### Zoomed window, run 1

Region (16, 2) to (56, 42) um. Cells in gray, sequential cells in the stronger gray; small squares are vias.
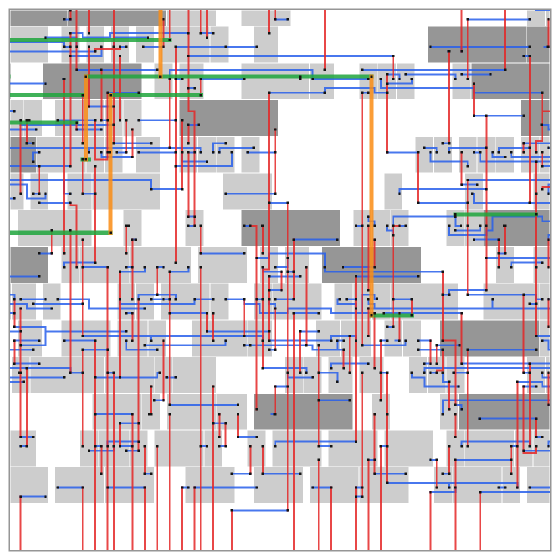
### Routed metal, one color a layer, run 1

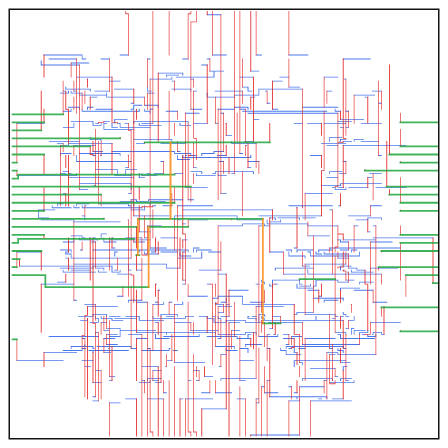
### Clock network drawn from the DEF, run 1

The bar under the picture is 20 um long.
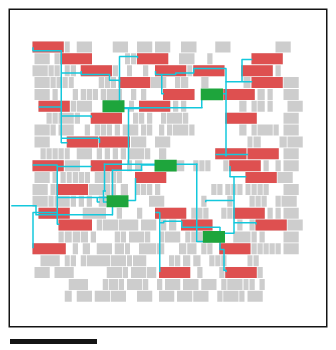
**config.mk**
```make
export PLATFORM = sky130hd
export DESIGN_NAME = mmio_bridge
export DESIGN_NICKNAME = d
export VERILOG_FILES = /design/src/rtl/mmio_pkg.sv /design/src/rtl/mmio_timeout_counter.sv /design/src/rtl/mmio_bridge.sv
export SDC_FILE = /design/constraint.sdc
export NUM_CORES = 1
export LEC_CHECK = 0
export ABC_AREA = 1
export CAP_MARGIN = 20
export CORE_MARGIN = 5
export CORE_UTILIZATION = 41
export DETAILED_ROUTE_END_ITERATION = 8
export GPL_TIMING_DRIVEN = 0
export PLACE_DENSITY = 0.8
export SKIP_LAST_GASP = 1
export SYNTH_ARGS = -nofsm -noshare
export SYNTH_HDL_FRONTEND = slang
export SYNTH_HIERARCHICAL = 1
export SYNTH_SLANG_ARGS = --single-unit
```
**constraint.sdc**
```tcl
create_clock -name clock -period 1.9 [get_ports clock]
set_clock_uncertainty 0.2 [all_clocks]
set_input_delay 0.19 -clock clock [delete_from_list [all_inputs] [get_ports clock]]
set_output_delay 0.19 -clock clock [all_outputs]
set_load 0.01 [all_outputs]
```
**src/rtl/mmio_pkg.sv**
```systemverilog
// Shared MMIO window constants and the bridge state encoding.
// Peripheral addresses must stay inside MMIO_BASE..16'hFFFF.
package mmio_pkg;

    localparam logic [15:0] MMIO_BASE  = 16'hFF00;
    localparam logic [15:0] LED_ADDR   = 16'hFF00;
    localparam logic [15:0] UART_ADDR  = 16'hFF10;
    localparam logic [15:0] TIMER_ADDR = 16'hFF20;

    typedef enum logic [1:0] {
        ST_IDLE,
        ST_REQ,
        ST_WAIT,
        ST_RESP
    } mmio_state_e;

endpackage

```
**src/rtl/mmio_timeout_counter.sv**
```systemverilog
// WAIT-phase watchdog: clears on entry to WAIT, counts WAIT cycles without a done.
// terminal is high in the WAIT cycle whose increment would reach LIMIT.
module mmio_timeout_counter #(
    parameter int unsigned LIMIT = 255
) (
    input  logic clock,
    input  logic reset,
    input  logic clear,
    input  logic enable,
    output logic terminal
);

    localparam logic [15:0] LAST = 16'(LIMIT - 1);

    logic [15:0] count_q, count_d;

    always_comb begin
        count_d = count_q;
        if (clear) begin
            count_d = '0;
        end else if (enable) begin
            count_d = count_q + 16'd1;
        end
    end

    always_ff @(posedge clock) begin
        if (reset) begin
            count_q <= '0;
        end else begin
            count_q <= count_d;
        end
    end

    assign terminal = enable && (count_q == LAST);

endmodule

```
**src/rtl/mmio_bridge.sv**
```systemverilog
// CPU-to-MMIO bridge: out-of-window accesses complete with error, others run REQ/WAIT/RESP.
// Latency: 1 cycle for errors, 2 + peripheral response cycles otherwise; cpu_req is ignored while busy.
// Define MMIO_TIMEOUT_EN to bound WAIT at TIMEOUT_CYCLES with an error completion.
module mmio_bridge #(
    parameter logic [15:0] MMIO_BASE      = mmio_pkg::MMIO_BASE,
    parameter int unsigned TIMEOUT_CYCLES = 255
) (
    input  logic        clock,
    input  logic        reset,
    input  logic        cpu_req,
    input  logic [15:0] cpu_addr,
    input  logic [7:0]  cpu_wdata,
    input  logic        cpu_we,
    output logic        cpu_ready,
    output logic [7:0]  cpu_rdata,
    output logic        cpu_error,
    output logic        busy,
    output logic [15:0] mmio_addr,
    output logic [7:0]  mmio_data,
    output logic        mmio_we,
    output logic        mmio_req,
    input  logic        mmio_done,
    input  logic [7:0]  mmio_rdata
);

    import mmio_pkg::*;

    mmio_state_e state_q, state_d;
    logic [15:0] addr_q, addr_d;
    logic [7:0]  data_q, data_d;
    logic        we_q, we_d;
    logic [7:0]  rdata_q, rdata_d;
    logic        error_q, error_d;

`ifdef MMIO_TIMEOUT_EN
    logic tmo_clear, tmo_enable, tmo_expired;

    mmio_timeout_counter #(
        .LIMIT (TIMEOUT_CYCLES)
    ) u_timeout (
        .clock    (clock),
        .reset    (reset),
        .clear    (tmo_clear),
        .enable   (tmo_enable),
        .terminal (tmo_expired)
    );
`endif

    always_comb begin
        state_d = state_q;
        addr_d  = addr_q;
        data_d  = data_q;
        we_d    = we_q;
        rdata_d = rdata_q;
        error_d = error_q;
`ifdef MMIO_TIMEOUT_EN
        tmo_clear  = 1'b0;
        tmo_enable = 1'b0;
`endif
        case (state_q)
            ST_IDLE: begin
                if (cpu_req) begin
                    if (cpu_addr >= MMIO_BASE) begin
                        addr_d  = cpu_addr;
                        data_d  = cpu_wdata;
                        we_d    = cpu_we;
                        state_d = ST_REQ;
                    end else begin
                        rdata_d = '0;
                        error_d = 1'b1;
                        state_d = ST_RESP;
                    end
                end
            end
            ST_REQ: begin
                state_d = ST_WAIT;
`ifdef MMIO_TIMEOUT_EN
                tmo_clear = 1'b1;
`endif
            end
            ST_WAIT: begin
                // A done in the same cycle as expiry still wins.
                if (mmio_done) begin
                    rdata_d = we_q ? 8'h00 : mmio_rdata;
                    error_d = 1'b0;
                    state_d = ST_RESP;
                end
`ifdef MMIO_TIMEOUT_EN
                else begin
                    tmo_enable = 1'b1;
                    if (tmo_expired) begin
                        rdata_d = '0;
                        error_d = 1'b1;
                        state_d = ST_RESP;
                    end
                end
`endif
            end
            ST_RESP: begin
                state_d = ST_IDLE;
            end
            default: begin
                state_d = ST_IDLE;
            end
        endcase
    end

    always_ff @(posedge clock) begin
        if (reset) begin
            state_q <= ST_IDLE;
            addr_q  <= '0;
            data_q  <= '0;
            we_q    <= 1'b0;
            rdata_q <= '0;
            error_q <= 1'b0;
        end else begin
            state_q <= state_d;
            addr_q  <= addr_d;
            data_q  <= data_d;
            we_q    <= we_d;
            rdata_q <= rdata_d;
            error_q <= error_d;
        end
    end

    assign mmio_req  = (state_q == ST_REQ);
    assign cpu_ready = (state_q == ST_RESP);
    assign busy      = (state_q != ST_IDLE);
    assign mmio_addr = addr_q;
    assign mmio_data = data_q;
    assign mmio_we   = we_q;
    assign cpu_rdata = rdata_q;
    assign cpu_error = error_q;

endmodule

```
==> flow_results.xml, run 1 <==
<?xml version="1.0" encoding="UTF-8"?>
<metrics>
  <group name="routing">
    <metric name="route.layer.met1.wl" unit="um">1550</metric>
    <metric name="vias" unit="">1581</metric>
    <metric name="vias_per_cell" unit="">4.31</metric>
    <metric name="detail_route.drc_violations" unit="">0</metric>
    <metric name="wire_length_on_met2" unit="um">1860</metric>
    <metric name="ant_nets" unit="">0</metric>
    <metric name="met3_length" unit="um">436</metric>
    <metric name="detailedRoute.firstPassIterationCount" unit="">4</metric>
    <metric name="totalWireLength" unit="um">3890</metric>
  </group>
  <group name="timing">
    <metric name="max-slew-margin-rel" unit="%">70.7</metric>
    <metric name="final.min_clock_period" unit="ns">1.78</metric>
    <metric name="timing.final.crit_share" unit="%">93.8</metric>
    <metric name="postLayoutSetupSlackWorst" unit="ns">0.117</metric>
    <metric name="setup-tns-final" unit="ns">0</metric>
    <metric name="grt_setup_unrepaired" unit="">false</metric>
    <metric name="hold_violations" unit="">0</metric>
  </group>
  <group name="yosys">
    <metric name="synth-area-yosys" unit="mm^2">0.00160</metric>
    <metric name="synth_top_area_share" unit="%">45.2</metric>
    <metric name="post_synth_instance_area" unit="mm^2">0.00160</metric>
    <metric name="share_of_cell_area_taken_by_muxes_after_synthesis" unit="%">0</metric>
    <metric name="post_synth_xor_area_fraction" unit="%">0</metric>
    <metric name="seq_area_frac_synth" unit="%">45.2</metric>
    <metric name="synth.cells.most_frequent" unit="">65 x sky130_fd_sc_hd__nand2_1, 59 x sky130_fd_sc_hd__nor2_1, 39 x sky130_fd_sc_hd__inv_1, 36 x sky130_fd_sc_hd__dfxtp_1, 12 x sky130_fd_sc_hd__a21oi_1</metric>
    <metric name="post_synthesis_sequential_element_count" unit="">36</metric>
    <metric name="syn_inst" unit="">239</metric>
    <metric name="enable_flop_cells" unit="">0</metric>
    <metric name="synth-compound-area-share" unit="%">4.39</metric>
    <metric name="flop_cell" unit="">sky130_fd_sc_hd__dfxtp_1</metric>
    <metric name="synthArstFlopShare" unit="%">0</metric>
  </group>
  <group name="clock_network">
    <metric name="clkTransAtPathRegs" unit="ns">0.06</metric>
    <metric name="cts.repair.resized" unit="">4</metric>
    <metric name="cts-hold-fix-buffers" unit="">1</metric>
    <metric name="ctsRootBufferMaster" unit="">sky130_fd_sc_hd__clkbuf_8</metric>
    <metric name="insertion_delay" unit="ns">0.28</metric>
  </group>
  <group name="grt">
    <metric name="globalRoute.totalOverflow" unit="">0</metric>
    <metric name="track_usage" unit="%">15.2</metric>
    <metric name="grt_pass1_wl" unit="um">6280</metric>
    <metric name="number_of_antenna_violations_at_the_first_check_in_global_routing" unit="">0</metric>
    <metric name="global_route.usage.met2" unit="%">25.8</metric>
  </group>
  <group name="run_status">
    <metric name="outcome" unit="">completed</metric>
  </group>
  <group name="worst_setup_path">
    <metric name="timing.critical_path.fanout_max" unit="">4</metric>
    <metric name="worstSetupPathType" unit="">reg2out</metric>
    <metric name="critical_path_arrival" unit="ns">1.39</metric>
    <metric name="timing.critical_path.from_type" unit="">flop</metric>
  </group>
  <group name="die">
    <metric name="die.size.x" unit="um">72.4</metric>
    <metric name="design.portCount" unit="">74</metric>
    <metric name="fp.coreArea" unit="mm^2">0.00372</metric>
  </group>
  <group name="placement">
    <metric name="routabilityCongestion" unit="">0.787</metric>
    <metric name="place_ws" unit="ns">0.0371</metric>
    <metric name="hpwl" unit="um">2940</metric>
  </group>
  <group name="final_layout">
    <metric name="largest_reg_flops" unit="">16</metric>
    <metric name="area_growth" unit="%">54.8</metric>
    <metric name="num-nets-final" unit="">361</metric>
    <metric name="combAreaFraction" unit="%">27.6</metric>
    <metric name="layout_cell_share_with_drive_strength_beyond_1" unit="%">7.21</metric>
    <metric name="final-clk-cell-share" unit="%">3.14</metric>
    <metric name="diodes_inserted" unit="">0</metric>
    <metric name="bufAreaShareNonClock" unit="%">31.3</metric>
    <metric name="clockBufferCount" unit="">6</metric>
    <metric name="post-route-util" unit="%">66.5</metric>
    <metric name="seqAreaFraction" unit="%">29.3</metric>
    <metric name="fillerInstances" unit="">336</metric>
    <metric name="postLayoutCellArea" unit="mm^2">0.00247</metric>
  </group>
  <group name="power">
    <metric name="vdd.ir_drop.worst" unit="V">0.000644</metric>
    <metric name="cellLeakagePower" unit="uW">0.00116</metric>
  </group>
  <group name="job">
    <metric name="max-cap-violations" unit="">0</metric>
  </group>
  <group name="hold_path">
    <metric name="hold_class" unit="">reg2reg</metric>
  </group>
</metrics>
-- 'Zoomed window' (at the start) --
legend:
  blue:
    layer: met1
  orange:
    layer: met4
  red:
    layer: met2
  green:
    layer: met3
most frequent: nand2_1 (35), nor2_1 (25), clkdlybuf4s50_1 (25)
sequential cells in the window: 10
cells with their middle in the window: 137
netlist names of flops here include: cpu_rdata (6), mmio_data (2)

-- 'Routed metal, one color a layer' (at the start) --
legend:
  red:
    layer: met2
    wire_length: 1860 um
  orange:
    layer: met4
    wire_length: 46.9 um
  blue:
    layer: met1
    wire_length: 1550 um
  green:
    layer: met3
    wire_length: 437 um

-- 'Clock network drawn from the DEF' (at the start) --
legend:
  cyan:
    item: clock wires
    length: 436 um
  green:
    item: cells driving clock nets
    count: 5
  red:
    item: flip-flops
    count: 36
routed clock nets: 6

run 1: stage by stage:
stage	power (uW)	hold slack (ns)
6_report	2260	0.247
2_1_floorplan	1450	0.125
4_1_cts	2290	0.252
5_1_grt	2440	0.276
3_5_place_dp	1780	0.242
3_3_place_gp	1760	0.235
run 1: layout by cell type (no fill, tap or decap), types with 3 or more instances in the layout:
master / count
sky130_fd_sc_hd__buf_2: 5
sky130_fd_sc_hd__nand3_1: 3
sky130_fd_sc_hd__dfxtp_1: 34
sky130_fd_sc_hd__clkdlybuf4s50_1: 71
sky130_fd_sc_hd__a21oi_1: 12
sky130_fd_sc_hd__ha_1: 3
sky130_fd_sc_hd__clkbuf_1: 3
sky130_fd_sc_hd__inv_1: 39
sky130_fd_sc_hd__clkbuf_8: 5
sky130_fd_sc_hd__nor2_1: 59
sky130_fd_sc_hd__nand2_1: 65
run 1: where the power goes:
part / internal, uW / switching, uW
Sequential: 841 / 48.0
Clock: 249 / 251
Combinational: 423 / 453
run 1: worst paths after layout:
path                         startpoint  slack (ns)                         end  depth (start not counted)
max             state_q[1]$_SDFFE_PP0P_        0.12                    mmio_req                          3
min          mmio_addr[10]$_SDFFE_PP0P_        0.25  mmio_addr[10]$_SDFFE_PP0P_                          2
max reg2reg     state_q[0]$_SDFFE_PP0P_        0.21   cpu_rdata[2]$_SDFFE_PP0P_                          9
min reg2reg  mmio_addr[10]$_SDFFE_PP0P_        0.25  mmio_addr[10]$_SDFFE_PP0P_                          2
run 1: worst max-delay path: stages, from the launching register on:
cell and delay, ns:
sky130_fd_sc_hd__dfxtp_2 0.34, sky130_fd_sc_hd__inv_1 0.10, sky130_fd_sc_hd__ha_1 0.15, sky130_fd_sc_hd__clkdlybuf4s50_1 0.53
### Cell outlines without signal wires, run 1

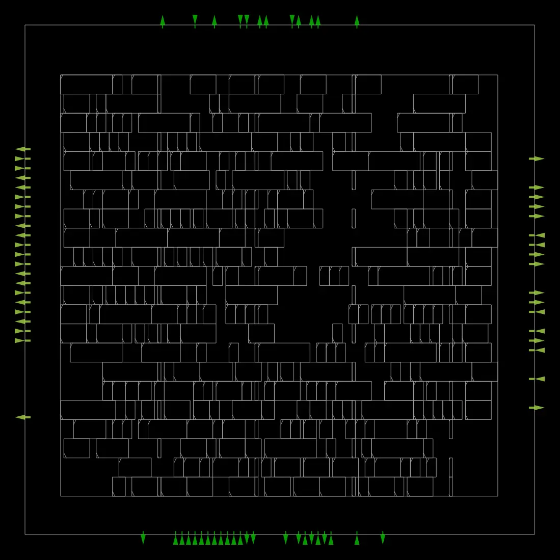

==> run 2, diff against run 1 <==
--- a/config.mk
+++ b/config.mk
@@ -8,10 +8,10 @@
 export ABC_AREA = 1
 export CAP_MARGIN = 20
 export CORE_MARGIN = 5
-export CORE_UTILIZATION = 41
+export CORE_UTILIZATION = 50
 export DETAILED_ROUTE_END_ITERATION = 8
+export DONT_BUFFER_PORTS = 1
 export GPL_TIMING_DRIVEN = 0
-export PLACE_DENSITY = 0.8
 export SKIP_LAST_GASP = 1
 export SYNTH_ARGS = -nofsm -noshare
 export SYNTH_HDL_FRONTEND = slang
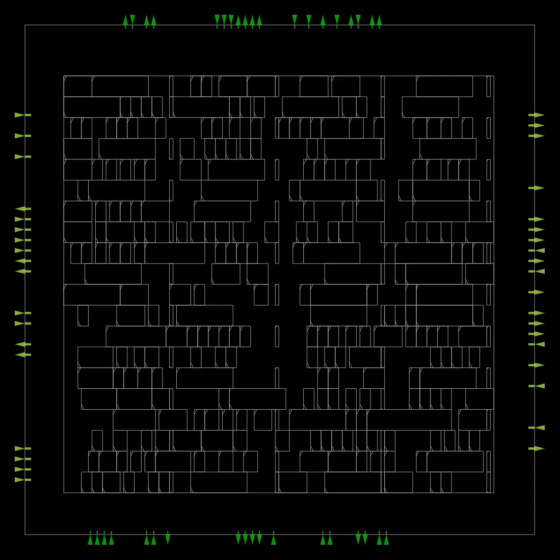
*Cell outlines without signal wires, run 2*
number of well taps: 44
Row Count: 20

==> run 2 against run 1 <==
Effect of this change:
- sequential power increased by 4.5%
- synthesized cell count did not move
- via count fell by 8.9%
- critical path type is now reg2reg
- largest cell class is now flip-flops and latches
- largest power group unchanged
==> flow_results.xml, run 2 <==
<?xml version="1.0" encoding="UTF-8"?>
<metrics>
  <group name="run_status">
    <metric name="outcome" unit="">completed</metric>
  </group>
  <group name="final_layout">
    <metric name="layout_top_cells" unit="">65 x sky130_fd_sc_hd__nand2_1, 59 x sky130_fd_sc_hd__nor2_1, 39 x sky130_fd_sc_hd__inv_1, 34 x sky130_fd_sc_hd__dfxtp_1, 27 x sky130_fd_sc_hd__dlygate4sd3_1</metric>
    <metric name="postLayoutCellArea" unit="mm^2">0.00201</metric>
    <metric name="diodes_inserted" unit="">0</metric>
    <metric name="layout_top_cell_excl_fill_tap" unit="">sky130_fd_sc_hd__nand2_1</metric>
    <metric name="largest_reg_flops" unit="">16</metric>
    <metric name="area_growth" unit="%">25.8</metric>
    <metric name="fillerInstances" unit="">294</metric>
    <metric name="layout_cell_share_with_drive_strength_beyond_1" unit="%">9.12</metric>
    <metric name="post-route-util" unit="%">65.7</metric>
    <metric name="num-nets-final" unit="">315</metric>
    <metric name="layout.cells.non_filler" unit="">318</metric>
  </group>
  <group name="placement">
    <metric name="standard_cell_area_after_detailed_placement" unit="mm^2">0.00165</metric>
    <metric name="routabilityCongestion" unit="">0.749</metric>
    <metric name="placedCellCount" unit="">283</metric>
    <metric name="hpwl" unit="um">2650</metric>
    <metric name="port_buffers" unit="">0</metric>
    <metric name="place_ws" unit="ns">0.0860</metric>
  </group>
  <group name="clock_network">
    <metric name="ctsRootBufferMaster" unit="">sky130_fd_sc_hd__clkbuf_4</metric>
    <metric name="clkTransAtPathRegs" unit="ns">0.11</metric>
    <metric name="cts_tree" unit="">yes</metric>
    <metric name="number_of_setup_buffers_added_after_cts" unit="">0</metric>
    <metric name="cts_num_sinks" unit="">36</metric>
    <metric name="insertion_delay" unit="ns">0.34</metric>
    <metric name="cts-buffers-inserted" unit="">5</metric>
    <metric name="htree_levels" unit="">2</metric>
  </group>
  <group name="timing">
    <metric name="final.min_clock_period" unit="ns">1.79</metric>
    <metric name="tightest_slew" unit="ns">0.406</metric>
    <metric name="slew_viol_final" unit="">0</metric>
    <metric name="hold_violations" unit="">0</metric>
    <metric name="postLayoutSetupSlackWorst" unit="ns">0.113</metric>
    <metric name="achievable_frequency" unit="GHz">0.560</metric>
    <metric name="setup-tns-final" unit="ns">0</metric>
    <metric name="max-slew-margin-rel" unit="%">72.9</metric>
    <metric name="timing.final.crit_share" unit="%">94.0</metric>
    <metric name="whs" unit="ns">0.00349</metric>
    <metric name="setup-violations-final" unit="">0</metric>
  </group>
  <group name="grt">
    <metric name="globalRoute.totalOverflow" unit="">0</metric>
    <metric name="track_usage" unit="%">17.9</metric>
    <metric name="number_of_antenna_violations_at_the_first_check_in_global_routing" unit="">0</metric>
    <metric name="grt_pass1_wl" unit="um">6000</metric>
    <metric name="first_global_vias" unit="">1439</metric>
    <metric name="largest_net_degree_at_the_start_of_global_routing" unit="">13</metric>
  </group>
  <group name="yosys">
    <metric name="yosysWarnings" unit="">6</metric>
    <metric name="post_synthesis_sequential_element_count" unit="">36</metric>
    <metric name="enable_flop_cells" unit="">0</metric>
    <metric name="synthArstFlopShare" unit="%">0</metric>
    <metric name="synth.cells.most_frequent" unit="">65 x sky130_fd_sc_hd__nand2_1, 59 x sky130_fd_sc_hd__nor2_1, 39 x sky130_fd_sc_hd__inv_1, 36 x sky130_fd_sc_hd__dfxtp_1, 12 x sky130_fd_sc_hd__a21oi_1</metric>
    <metric name="synth-area-yosys" unit="mm^2">0.00160</metric>
    <metric name="synth.largest_area_cell" unit="">sky130_fd_sc_hd__dfxtp_1</metric>
    <metric name="synth_top_area_share" unit="%">45.2</metric>
    <metric name="syn_inst" unit="">239</metric>
    <metric name="syn-mean-instance-area" unit="um^2">6.67</metric>
    <metric name="flop_cell" unit="">sky130_fd_sc_hd__dfxtp_1</metric>
    <metric name="syn-num-nets" unit="">281</metric>
    <metric name="post_synth_instance_area" unit="mm^2">0.00160</metric>
    <metric name="seq_area_frac_synth" unit="%">45.2</metric>
  </group>
  <group name="worst_setup_path">
    <metric name="timing.critical_path.from_type" unit="">flop</metric>
    <metric name="endpoint_kind" unit="">flop</metric>
    <metric name="critical_path_arrival" unit="ns">1.84</metric>
    <metric name="worstSetupPathType" unit="">reg2reg</metric>
    <metric name="critical_path.cell_chain" unit="">inv_1 -&gt; ha_1 -&gt; nand2_1 -&gt; nand2_2 -&gt; nor2_4 -&gt; nand2_2 -&gt; buf_6 -&gt; nor2_1 -&gt; nor2_1</metric>
    <metric name="worstSetupEndpoint" unit="">cpu_rdata[6]$_SDFFE_PP0P_</metric>
    <metric name="crit_slowest_cell" unit="">sky130_fd_sc_hd__dfxtp_2</metric>
    <metric name="reg2reg_depth" unit="">9</metric>
    <metric name="r2r_start" unit="">state_q[0]$_SDFFE_PP0P_</metric>
    <metric name="reg2reg_setup_slack" unit="ns">0.11</metric>
    <metric name="rr_endpoint" unit="">cpu_rdata[6]$_SDFFE_PP0P_</metric>
    <metric name="crit_family" unit="">simple AND/OR/NAND/NOR gates</metric>
    <metric name="cp.depth" unit="">9</metric>
    <metric name="setup.worst_path.start" unit="">state_q[0]$_SDFFE_PP0P_</metric>
    <metric name="timing.critical_path.slowest_cell_delay" unit="ns">0.37</metric>
    <metric name="worst-path-buf-inv" unit="">2</metric>
    <metric name="critical_path_required" unit="ns">1.95</metric>
    <metric name="timing.critical_path.fanout_max" unit="">10</metric>
  </group>
  <group name="power">
    <metric name="vdd.ir_drop.worst" unit="V">0.000712</metric>
    <metric name="p_total" unit="uW">2140</metric>
    <metric name="power-per-cell-area" unit="mW/mm^2">1060</metric>
    <metric name="cellLeakagePower" unit="uW">0.00100</metric>
  </group>
  <group name="die">
    <metric name="fp.coreArea" unit="mm^2">0.00305</metric>
    <metric name="die.size.x" unit="um">66.5</metric>
    <metric name="die_height" unit="um">66.5</metric>
    <metric name="chip_area" unit="mm^2">0.00442</metric>
    <metric name="design.portCount" unit="">74</metric>
  </group>
  <group name="hold_path">
    <metric name="hold_class" unit="">in2reg</metric>
    <metric name="worstHoldStart" unit="">cpu_addr[13]</metric>
  </group>
  <group name="routing">
    <metric name="vias" unit="">1440</metric>
    <metric name="drtIter0Drc" unit="">34</metric>
    <metric name="vias_per_cell" unit="">4.53</metric>
    <metric name="ant_nets" unit="">0</metric>
    <metric name="totalWireLength" unit="um">3770</metric>
    <metric name="detail_route.wl_per_cell" unit="um">11.8</metric>
    <metric name="detailedRoute.firstPassIterationCount" unit="">4</metric>
    <metric name="detail_route.drc_violations" unit="">0</metric>
  </group>
  <group name="job">
    <metric name="warning_count" unit="">30</metric>
    <metric name="max-cap-violations" unit="">0</metric>
  </group>
</metrics>
-- run 2: cell type report --
class / count / area share (%)
buffer: 8 / 2.24
clock buffer: 5 / 1.87
clock inverter: 3 / 2.12
inverter: 41 / 7.67
multi-input combinational: 154 / 33.9
sequential: 36 / 36.0
tap: 44 / 2.74
timing repair buffer: 27 / 13.5
-- run 2: how the worst min path moves through the flow --
stage | end | slack, ns | cells after the start
finish | state_q[1]$_SDFFE_PP0P_ | 0.003 | 5
global route | state_q[1]$_SDFFE_PP0P_ | 0.03 | 5
CTS | state_q[1]$_SDFFE_PP0P_ | 0.008 | 5
floorplan | mmio_data[0]$_SDFFE_PP0P_ | 0.12 | 2
global placement | mmio_data[4]$_SDFFE_PP0P_ | 0.13 | 2
detailed placement | mmio_data[4]$_SDFFE_PP0P_ | 0.13 | 2
-- run 2: what timing repair did --
action                                  in CTS  in global routing
resized                                      0                  5
endpoints found under the setup margin       0                 17
hold buffers                                27                  0
endpoints found under the hold margin       33                  0
-- run 2: cell families after synthesis --
family | count (synthesis) | synth area share (%)
and+or+nand+nor | 135 | 34.1
buffers and inverters | 49 | 12.4
adders and majority gates | 5 | 3.92
DFF | 36 | 45.2
AOI/OAI and AO/OA | 14 | 4.39
-- run 2: report_power, final --
part           internal, uW  leakage (uW)  total [uW]  switching (uW)
sequential              841      0.000293         929            88.0
clock                   274     0.0000412         531             257
combinational           269      0.000671         677             408
total                  1380       0.00100        2140             753
-- run 2: per-layer routing --
layer	track usage, %	up-vias	wire [um]
met4	5.84	0	47
met3	7.42	6	317
met2	33.2	49	1950
met1	17.9	622	1450
li1	-	763	-
met5	0	-	0
==> run 3, diff against run 2 <==
--- a/config.mk
+++ b/config.mk
@@ -9,6 +9,7 @@
 export CAP_MARGIN = 20
 export CORE_MARGIN = 5
 export CORE_UTILIZATION = 50
+export CTS_CLUSTER_DIAMETER = 80
 export DETAILED_ROUTE_END_ITERATION = 8
 export DONT_BUFFER_PORTS = 1
 export GPL_TIMING_DRIVEN = 0
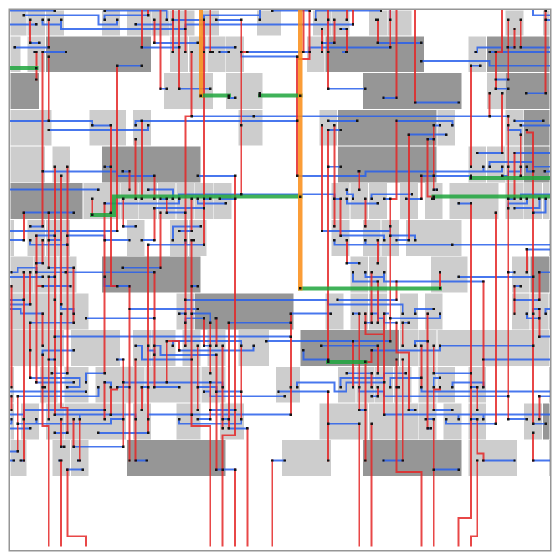
*Zoomed window, run 3*
Region (13, 0) to (53, 40) um. Cells in gray, sequential cells in the stronger gray; small squares are vias.
legend:
  orange:
    layer: met4
  green:
    layer: met3
  blue:
    layer: met1
  red:
    layer: met2
most frequent: nand2_1 (36), nor2_1 (27), inv_1 (17)
sequential cells in the window: 13
netlist names of flops here include: cpu_rdata (5), mmio_data (4), state_q (2)
cells with their middle in the window: 130

==> run 3 against run 2 <==
Effect of this change:
- sequential power about the same
- fmax unchanged
- die area unchanged
- non-clock buffer count unchanged
- highest routed layer unchanged
- first-iteration DRC count unchanged
- register-to-register slack about the same
- largest power group unchanged
==> flow_results.xml, run 3 <==
<?xml version="1.0" encoding="UTF-8"?>
<metrics>
  <group name="final_layout">
    <metric name="postLayoutCellArea" unit="mm^2">0.00201</metric>
    <metric name="layout_top_cell_excl_fill_tap" unit="">sky130_fd_sc_hd__nand2_1</metric>
    <metric name="fillerInstances" unit="">294</metric>
    <metric name="layout.area.seq" unit="um^2">723</metric>
    <metric name="post-route-util" unit="%">65.7</metric>
    <metric name="layout_top_cells" unit="">65 x sky130_fd_sc_hd__nand2_1, 59 x sky130_fd_sc_hd__nor2_1, 39 x sky130_fd_sc_hd__inv_1, 34 x sky130_fd_sc_hd__dfxtp_1, 27 x sky130_fd_sc_hd__dlygate4sd3_1</metric>
    <metric name="layout.cells.non_filler" unit="">318</metric>
    <metric name="logic_area" unit="um^2">679</metric>
    <metric name="diodes_inserted" unit="">0</metric>
    <metric name="largest_reg_flops" unit="">16</metric>
    <metric name="layout_cell_share_with_drive_strength_beyond_1" unit="%">9.12</metric>
    <metric name="num-nets-final" unit="">315</metric>
    <metric name="area_growth" unit="%">25.8</metric>
  </group>
  <group name="die">
    <metric name="rows" unit="">20</metric>
    <metric name="die.size.x" unit="um">66.5</metric>
    <metric name="fp.coreArea" unit="mm^2">0.00305</metric>
    <metric name="design.portCount" unit="">74</metric>
    <metric name="die_height" unit="um">66.5</metric>
    <metric name="floorplan_core_density" unit="%">52.3</metric>
    <metric name="chip_area" unit="mm^2">0.00442</metric>
  </group>
  <group name="power">
    <metric name="p_seq_share" unit="%">43.5</metric>
    <metric name="cellLeakagePower" unit="uW">0.00100</metric>
    <metric name="largest_pwr_group" unit="">sequential cells</metric>
    <metric name="power_combinational" unit="uW">677</metric>
    <metric name="power_frac_comb" unit="%">31.7</metric>
    <metric name="power-per-cell-area" unit="mW/mm^2">1060</metric>
    <metric name="p_total" unit="uW">2140</metric>
    <metric name="vdd.ir_drop.worst" unit="V">0.000712</metric>
    <metric name="power_clock" unit="uW">531</metric>
    <metric name="cell_internal_pwr" unit="uW">1380</metric>
    <metric name="switchingPower" unit="uW">753</metric>
    <metric name="power.switching_fraction" unit="%">35.2</metric>
    <metric name="pwr-share-clk" unit="%">24.8</metric>
    <metric name="powerSeq" unit="uW">929</metric>
  </group>
  <group name="grt">
    <metric name="globalRoute.busiestLayer" unit="">met2</metric>
    <metric name="globalRoute.totalOverflow" unit="">0</metric>
    <metric name="gr_met1_demand_resource" unit="%">17.9</metric>
    <metric name="track_usage" unit="%">17.9</metric>
    <metric name="global_route.usage.met2" unit="%">33.2</metric>
    <metric name="number_of_antenna_violations_at_the_first_check_in_global_routing" unit="">0</metric>
    <metric name="first_global_vias" unit="">1439</metric>
    <metric name="largest_net_degree_at_the_start_of_global_routing" unit="">13</metric>
    <metric name="grtUsageMet3" unit="%">7.42</metric>
    <metric name="grt_pass1_wl" unit="um">6000</metric>
  </group>
  <group name="clock_network">
    <metric name="number_of_setup_buffers_added_after_cts" unit="">0</metric>
    <metric name="htree_levels" unit="">2</metric>
    <metric name="clkTransAtPathRegs" unit="ns">0.11</metric>
    <metric name="cts_max_path_buffers" unit="">2</metric>
    <metric name="insertion_delay" unit="ns">0.34</metric>
    <metric name="cts.repair.resized" unit="">0</metric>
    <metric name="cts-hold-fix-buffers" unit="">27</metric>
    <metric name="cts_tree" unit="">yes</metric>
    <metric name="cts_num_sinks" unit="">36</metric>
    <metric name="ctsRootBufferMaster" unit="">sky130_fd_sc_hd__clkbuf_4</metric>
    <metric name="cts-buffers-inserted" unit="">5</metric>
  </group>
  <group name="timing">
    <metric name="final.min_clock_period" unit="ns">1.79</metric>
    <metric name="tightest_slew" unit="ns">0.406</metric>
    <metric name="slew_viol_final" unit="">0</metric>
    <metric name="achievable_frequency" unit="GHz">0.560</metric>
    <metric name="postLayoutSetupSlackWorst" unit="ns">0.113</metric>
    <metric name="max-slew-margin-rel" unit="%">72.9</metric>
    <metric name="whs" unit="ns">0.00349</metric>
    <metric name="setup-tns-final" unit="ns">0</metric>
    <metric name="timing.final.crit_share" unit="%">94.0</metric>
    <metric name="setup-violations-final" unit="">0</metric>
    <metric name="hold_violations" unit="">0</metric>
  </group>
  <group name="worst_setup_path">
    <metric name="reg2reg_setup_slack" unit="ns">0.11</metric>
    <metric name="critical_path_required" unit="ns">1.95</metric>
    <metric name="r2r_start" unit="">state_q[0]$_SDFFE_PP0P_</metric>
    <metric name="timing.critical_path.fanout_max" unit="">10</metric>
    <metric name="worst-path-buf-inv" unit="">2</metric>
    <metric name="crit_slowest_cell" unit="">sky130_fd_sc_hd__dfxtp_2</metric>
    <metric name="timing.critical_path.slowest_cell_delay" unit="ns">0.37</metric>
    <metric name="worstSetupPathType" unit="">reg2reg</metric>
    <metric name="rr_endpoint" unit="">cpu_rdata[6]$_SDFFE_PP0P_</metric>
    <metric name="timing.critical_path.from_type" unit="">flop</metric>
    <metric name="critical_path.cell_chain" unit="">inv_1 -&gt; ha_1 -&gt; nand2_1 -&gt; nand2_2 -&gt; nor2_4 -&gt; nand2_2 -&gt; buf_6 -&gt; nor2_1 -&gt; nor2_1</metric>
    <metric name="critical_path_arrival" unit="ns">1.84</metric>
    <metric name="endpoint_kind" unit="">flop</metric>
    <metric name="reg2reg_depth" unit="">9</metric>
    <metric name="crit_family" unit="">simple AND/OR/NAND/NOR gates</metric>
  </group>
  <group name="yosys">
    <metric name="synth_top_area_share" unit="%">45.2</metric>
    <metric name="synth.cells.most_frequent" unit="">65 x sky130_fd_sc_hd__nand2_1, 59 x sky130_fd_sc_hd__nor2_1, 39 x sky130_fd_sc_hd__inv_1, 36 x sky130_fd_sc_hd__dfxtp_1, 12 x sky130_fd_sc_hd__a21oi_1</metric>
    <metric name="yosysMostFrequentCell" unit="">sky130_fd_sc_hd__nand2_1</metric>
    <metric name="seq_area_frac_synth" unit="%">45.2</metric>
    <metric name="syn-mean-instance-area" unit="um^2">6.67</metric>
    <metric name="syn_inst" unit="">239</metric>
    <metric name="synth-area-yosys" unit="mm^2">0.00160</metric>
    <metric name="post_synthesis_sequential_element_count" unit="">36</metric>
    <metric name="post_synth_instance_area" unit="mm^2">0.00160</metric>
    <metric name="yosysWarnings" unit="">6</metric>
    <metric name="synth.largest_area_cell" unit="">sky130_fd_sc_hd__dfxtp_1</metric>
    <metric name="main_area_contributors" unit="">sky130_fd_sc_hd__dfxtp_1 45%, sky130_fd_sc_hd__nand2_1 15%, sky130_fd_sc_hd__nor2_1 14%, sky130_fd_sc_hd__inv_1 9.2%, sky130_fd_sc_hd__ha_1 3.9%</metric>
    <metric name="synthArstFlopShare" unit="%">0</metric>
    <metric name="enable_flop_cells" unit="">0</metric>
    <metric name="syn-num-nets" unit="">281</metric>
    <metric name="synth.distinct_cells" unit="">18</metric>
    <metric name="flop_cell" unit="">sky130_fd_sc_hd__dfxtp_1</metric>
    <metric name="yosysCellCount" unit="">239</metric>
  </group>
  <group name="routing">
    <metric name="totalWireLength" unit="um">3770</metric>
    <metric name="detail_route.drc_violations" unit="">0</metric>
    <metric name="vias" unit="">1440</metric>
    <metric name="ant_nets" unit="">0</metric>
    <metric name="wire_length_on_met2" unit="um">1950</metric>
    <metric name="met3_length" unit="um">317</metric>
    <metric name="top_signal_layer_used" unit="">met4</metric>
    <metric name="drtIter0Drc" unit="">34</metric>
    <metric name="detail_route.wl_per_cell" unit="um">11.8</metric>
    <metric name="detailedRoute.firstPassIterationCount" unit="">4</metric>
    <metric name="route.layer.met1.wl" unit="um">1450</metric>
    <metric name="vias_per_cell" unit="">4.53</metric>
  </group>
  <group name="placement">
    <metric name="standard_cell_area_after_detailed_placement" unit="mm^2">0.00165</metric>
    <metric name="placedCellCount" unit="">283</metric>
    <metric name="port_buffers" unit="">0</metric>
    <metric name="place_ws" unit="ns">0.0860</metric>
    <metric name="hpwl" unit="um">2650</metric>
    <metric name="routabilityCongestion" unit="">0.749</metric>
  </group>
  <group name="job">
    <metric name="warning_count" unit="">30</metric>
    <metric name="max-cap-violations" unit="">0</metric>
  </group>
  <group name="run_status">
    <metric name="outcome" unit="">completed</metric>
  </group>
  <group name="hold_path">
    <metric name="hold_class" unit="">in2reg</metric>
    <metric name="worstHoldStart" unit="">cpu_addr[13]</metric>
    <metric name="min_path_cells" unit="">5</metric>
    <metric name="whs_endpoint" unit="">state_q[1]$_SDFFE_PP0P_</metric>
  </group>
</metrics>
==> run 3: cell counts in the layout (fill, tap and decap cells not counted) <==
No cell type changed its count.
==> run 3: final cells by class <==
| class | instances | share of cell area (%) |
|---|---|---|
| buffer | 8 | 2.24 |
| clock buffer | 5 | 1.87 |
| clock inverter | 3 | 2.12 |
| inverter | 41 | 7.67 |
| multi-input combinational | 154 | 33.9 |
| sequential | 36 | 36.0 |
| tap | 44 | 2.74 |
| timing repair buffer | 27 | 13.5 |
==> run 3: logic make-up (layout without fill, tap and decap cells) <==
| logic type | after synthesis | count (layout) | share of synthesized area (%) |
|---|---|---|---|
| adder cells (fa/ha/maj) | 5 | 5 | 3.92 |
| flip-flops | 36 | 36 | 45.2 |
| buffers and inverters | 49 | 84 | 12.4 |
| AND/OR/NAND/NOR | 135 | 135 | 34.1 |
| AND-OR/OR-AND | 14 | 14 | 4.39 |
==> run 3: worst max-delay path by stage <==
stage / from / endpoint / slack (ns) / cells past startpoint
3_3_place_gp: state_q[0]$_SDFFE_PP0P_ / cpu_rdata[5]$_SDFFE_PP0P_ / 0.15 / 9
5_1_grt: state_q[0]$_SDFFE_PP0P_ / cpu_rdata[0]$_SDFFE_PP0P_ / -0.02 / 9
4_1_cts: state_q[0]$_SDFFE_PP0P_ / cpu_rdata[6]$_SDFFE_PP0P_ / 0.08 / 9
2_1_floorplan: state_q[0]$_SDFFE_PP0P_ / cpu_rdata[0]$_SDFFE_PP0P_ / 0.27 / 9
6_report: state_q[0]$_SDFFE_PP0P_ / cpu_rdata[6]$_SDFFE_PP0P_ / 0.11 / 9
3_5_place_dp: state_q[0]$_SDFFE_PP0P_ / cpu_rdata[6]$_SDFFE_PP0P_ / 0.09 / 9
No activity file was given, so power comes from the tool's default toggle rates.
